<file path="src/rtl/banco_pkg.sv">
// rtl/banco_pkg.sv - command codes and wait-FSM states for the register bank
package banco_pkg;

  localparam logic [2:0] CMD_IMM_ULA = 3'b000;
  localparam logic [2:0] CMD_REG_ULA = 3'b001;
  localparam logic [2:0] CMD_LOAD    = 3'b010;
  localparam logic [2:0] CMD_LOADI   = 3'b011;
  localparam logic [2:0] CMD_INPUT   = 3'b100;

  typedef enum logic [1:0] {
    OCIOSO         = 2'd0,
    ESPERA_MEM     = 2'd1,
    ESPERA_ENTRADA = 2'd2
  } estado_t;

endpackage

</file>
<file path="src/rtl/banco_controle_espera.sv">
// rtl/banco_controle_espera.sv - load/input wait FSM and pending destination address
module banco_controle_espera
  import banco_pkg::*;
#(
  parameter int END_W = 5
) (
  input  logic             clk,
  input  logic             rst,
  input  logic [2:0]       controle_registradores,
  input  logic [END_W-1:0] endereco_registrador1,
  input  logic             mem_valido,
  input  logic             dado_valido,
  output logic             ocupado,
  output logic             completa,
  output logic             fonte_mem,
  output logic [END_W-1:0] end_pendente
);

  estado_t estado, proximo;

  always_ff @(posedge clk or posedge rst) begin
    if (rst) begin
      estado       <= OCIOSO;
      end_pendente <= '0;
    end else begin
      estado <= proximo;
      if (estado == OCIOSO &&
          (controle_registradores == CMD_LOAD || controle_registradores == CMD_INPUT))
        end_pendente <= endereco_registrador1;
    end
  end

  // completa marks the cycle whose edge retires the pending write
  always_comb begin
    proximo   = estado;
    ocupado   = 1'b0;
    completa  = 1'b0;
    fonte_mem = 1'b0;
    case (estado)
      OCIOSO: begin
        if (controle_registradores == CMD_LOAD)       proximo = ESPERA_MEM;
        else if (controle_registradores == CMD_INPUT) proximo = ESPERA_ENTRADA;
      end
      ESPERA_MEM: begin
        ocupado   = 1'b1;
        fonte_mem = 1'b1;
        if (mem_valido) begin
          completa = 1'b1;
          proximo  = OCIOSO;
        end
      end
      ESPERA_ENTRADA: begin
        ocupado = 1'b1;
        if (dado_valido) begin
          completa = 1'b1;
          proximo  = OCIOSO;
        end
      end
      default: proximo = OCIOSO;
    endcase
  end

endmodule

</file>
<file path="src/rtl/banco_registradores_param.sv">
// rtl/banco_registradores_param.sv - parameterised register file with write bypass and load/input stall
module banco_registradores_param
  import banco_pkg::*;
#(
  parameter int LARGURA  = 16,
  parameter int NUM_REGS = 32,
  parameter int END_W    = $clog2(NUM_REGS)
) (
  input  logic               clk,
  input  logic               rst,
  input  logic [2:0]         controle_registradores,
  input  logic [END_W-1:0]   endereco_registrador1,
  input  logic [END_W-1:0]   endereco_registrador2,
  input  logic [END_W-1:0]   endereco_registrador3,
  input  logic [LARGURA-1:0] ula,
  input  logic [LARGURA-1:0] valor,
  input  logic [LARGURA-1:0] registrador_memoria,
  input  logic [LARGURA-1:0] dado,
  input  logic               mem_valido,
  input  logic               dado_valido,
  output logic [LARGURA-1:0] valor1,
  output logic [LARGURA-1:0] valor2,
  output logic [LARGURA-1:0] store,
  output logic               ocupado
);

  logic [LARGURA-1:0] regs [NUM_REGS];
  logic               completa, fonte_mem;
  logic [END_W-1:0]   end_pendente;
  logic               escreve, escreve_efetivo;
  logic [END_W-1:0]   end_escrita;
  logic [LARGURA-1:0] dado_escrita;

  banco_controle_espera #(.END_W(END_W)) u_controle (
    .clk                    (clk),
    .rst                    (rst),
    .controle_registradores (controle_registradores),
    .endereco_registrador1  (endereco_registrador1),
    .mem_valido             (mem_valido),
    .dado_valido            (dado_valido),
    .ocupado                (ocupado),
    .completa               (completa),
    .fonte_mem              (fonte_mem),
    .end_pendente           (end_pendente)
  );

  // While stalled, only the pending completion may write; commands are ignored
  always_comb begin
    escreve      = 1'b0;
    end_escrita  = endereco_registrador1;
    dado_escrita = ula;
    if (ocupado) begin
      end_escrita  = end_pendente;
      dado_escrita = fonte_mem ? registrador_memoria : dado;
      escreve      = completa;
    end else begin
      case (controle_registradores)
        CMD_IMM_ULA, CMD_REG_ULA: escreve = 1'b1;
        CMD_LOADI: begin
          escreve      = 1'b1;
          dado_escrita = valor;
        end
        default: escreve = 1'b0;
      endcase
    end
  end

  assign escreve_efetivo = escreve && (end_escrita != '0);

  always_ff @(posedge clk or posedge rst) begin
    if (rst) begin
      for (int i = 0; i < NUM_REGS; i++) regs[i] <= '0;
    end else if (escreve_efetivo) begin
      regs[end_escrita] <= dado_escrita;
    end
  end

  function automatic logic [LARGURA-1:0] ler(input logic [END_W-1:0] a);
    if (a == '0)                                  return '0;
    else if (escreve_efetivo && end_escrita == a) return dado_escrita;
    else                                          return regs[a];
  endfunction

  assign valor1 = ler(endereco_registrador2);
  assign valor2 = ler(endereco_registrador3);
  assign store  = ler(endereco_registrador1);

endmodule

</file>
<file path="config.mk">
export PLATFORM = sky130hd
export DESIGN_NAME = banco_registradores_param
export DESIGN_NICKNAME = d
export VERILOG_FILES = /design/src/rtl/banco_pkg.sv /design/src/rtl/banco_controle_espera.sv /design/src/rtl/banco_registradores_param.sv
export SDC_FILE = /design/constraint.sdc
export NUM_CORES = 2
export LEC_CHECK = 0
export ABC_AREA = 1
export CAP_MARGIN = 0
export CORE_MARGIN = 10
export CORE_UTILIZATION = 38
export DETAILED_ROUTE_END_ITERATION = 16
export HOLD_SLACK_MARGIN = 0.03
export PLACE_DENSITY = 0.52
export SYNTH_ARGS = -nofsm -noshare
export SYNTH_HDL_FRONTEND = slang
export SYNTH_HIERARCHICAL = 1
export SYNTH_SLANG_ARGS = --single-unit
export TNS_END_PERCENT = 50
</file>
<file path="constraint.sdc">
create_clock -name clk -period 41.6 [get_ports clk]
set_input_delay 10.4 -clock clk [delete_from_list [all_inputs] [get_ports clk]]
set_output_delay 10.4 -clock clk [all_outputs]
set_load 0.005 [all_outputs]
</file>
Fig. 1: supply network
Bar = 100 um. Pins as bars on the die edge. Tap cells in grey.
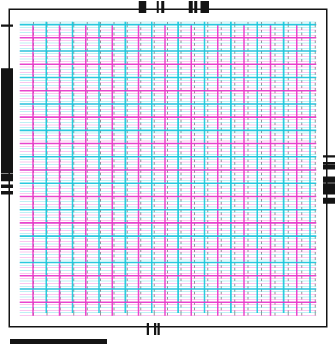
colour	net
magenta	VSS
cyan	VDD
tap cells	1243
met5 straps	22
signal pins	135
die width: 325.1 um
die height: 325.1 um
maximum vdd drop: 0.00003961 V
Core Area: 92080 um2

Fig. 2: cell classes on the final placement
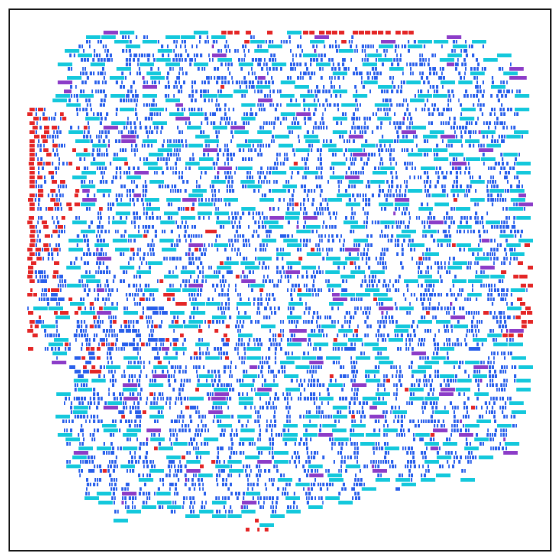
colour	class	cells
purple	clock drivers and dummy loads	116
cyan	flops	519
blue	combinational and other logic	4591
red	other buffers and delay cells	230

Fig. 3: clock wires, drivers and flops
Bar = 100 um.
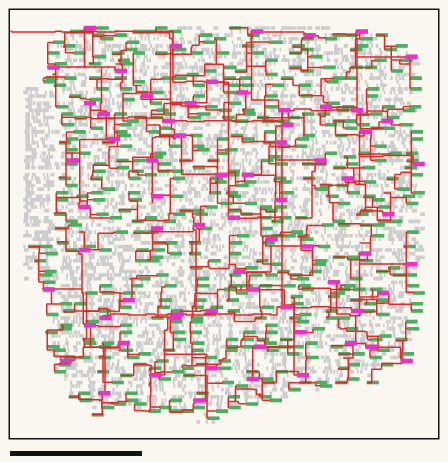
[green] flip-flops | count: 519
[red] clock wires | length: 9140 um
[magenta] clock drivers | count: 69
routed clock nets	70
clk pwr: 605 uW
Late-Pin Clk Latency: 650 ps
Clk pwr share: 0.224

## worst max-delay path, cell delays in order
cell and delay, ps:
clkdlybuf4s50_1 570, nand3_1 480, inv_1 550, nand2_1 90
nand3_1 80, nand2_1 650, inv_1 810, o21ai_0 220
nor2_1 570, clkdlybuf4s50_1 640
## registers in the layout (all words and copies together), names as in the netlist
register,cells
regs,512
u_controle/estado,2
u_controle/end_pendente,5
## final cells by class
cell class,count,share of cell area
antenna,5,0.0003177
clock buffer,108,0.05328
clock inverter,8,0.002288
inverter,251,0.02494
multi-input combinational,4340,0.4967
sequential,519,0.3298
tap,1243,0.03949
timing repair buffer,230,0.05316
## how the worst max path moves through the flow
stage / from / end / slack (ps) / depth (start not counted)
floorplan: rst / regs[0] / 16900 / 1
global placement: controle_registradores[1] / valor1[15] / 16200 / 10
detailed placement: controle_registradores[1] / valor1[15] / 16180 / 10
CTS: controle_registradores[1] / valor1[15] / 16180 / 10
global route: controle_registradores[1] / valor1[15] / 15790 / 10
finish: controle_registradores[1] / valor1[15] / 16080 / 10
## power by group
group / total (mW) / switching, mW / internal (mW)
Clock: 0.605 / 0.249 / 0.356
Sequential: 0.925 / 0.197 / 0.728
Combinational: 1.18 / 0.835 / 0.343
Total: 2.71 / 1.28 / 1.43
## routing by layer
layer,up-vias,global-route usage,part of all wire,wire length [um]
li1,18070,-,-,-
met2,2596,0.4781,0.42,74680
met4,6,0.1556,0.054,9620
met1,19080,0.4408,0.41,73390
met5,-,0,0.00026,46
met3,513,0.08178,0.12,21270
## metrics by stage
| stage | hold slack (ps) | setup slack (ps) | util |
|---|---|---|---|
| CTS | 403.8 | 16180 | 0.4275 |
| detailed placement | 391.9 | 16180 | 0.4038 |
| finish | 404.4 | 16080 | 0.4277 |
| global route | 407.6 | 15790 | 0.4275 |
| floorplan | 450.5 | 16900 | - |
| global placement | 396.0 | 16200 | 0.4038 |
## cell families after synthesis
family	Yosys count	share of synthesized area
DFF	519	0.3671
AOI/OAI and AO/OA	1077	0.1581
and+or+nand+nor	3260	0.3886
adders and majority gates	3	0.001061
buffers and inverters	755	0.08513
## cell usage in the layout, fill, tap and decap left out, types with 21 or more instances in the layout
cell                n
nand2_1          1778
nor2_1            377
clkbuf_16          73
inv_1             232
o21ai_0           515
a21oi_1           427
o211ai_1           80
nand3_1          1045
o21ai_1            54
clkbuf_1           21
nor2_4             29
dfrtp_1           519
clkdlybuf4s50_1   121
buf_4              96
==> results_dict.tcl <==
# flow metrics
set metrics [dict create \
    vias_per_cell 6.006 \
    fin_skew_ps 17.92 \
    nets 5500 \
    yosysWarnings 6 \
    fp_nets 5703 \
    yosys_cells 5614 \
    clock-sinks 519 \
    ios 135 \
    cts_hold_buf 0 \
    min_path_type "flip-flop to flip-flop" \
    root_buffer "clkbuf_16" \
    drt_iter0_drc 5639 \
    warnings 43 \
    min_path_cells 0 \
    yosys.area.top_type_share 0.3671 \
    die_area_um2 105700 \
    rsz0062_at_grt "false" \
    wirelength_mm 179.0 \
    tns_ps 0 \
    rrSetupSlack_ps 36480 \
    p_per_area_nw_per_um2 68.78 \
    yosys-stat-area_um2 35380 \
    synth.area.top_cells "dfrtp_1, nand2_1, nand3_1, o21ai_0, a21oi_1" \
    finalCritPeriodShare 0.6134 \
    max_freq_mhz 39.19 \
    grt_start_max_net_pins 225 \
    antenna_found_initial 11 \
    logic_area_um2 19560 \
    drive_gt1_frac 0.05040 \
    dp.cells 6583 \
    cts_resized 0 \
    total_power_mw 2.708 \
    dr.pass1.iters 6 \
    hold_violations 0 \
    outcome "complete, no violations" \
    placed_cell_area_um2 37180 \
    maxSlewViolCount 0 \
    top_area_cell "dfrtp_1" \
]
Power and IR drop assume default switching activity.
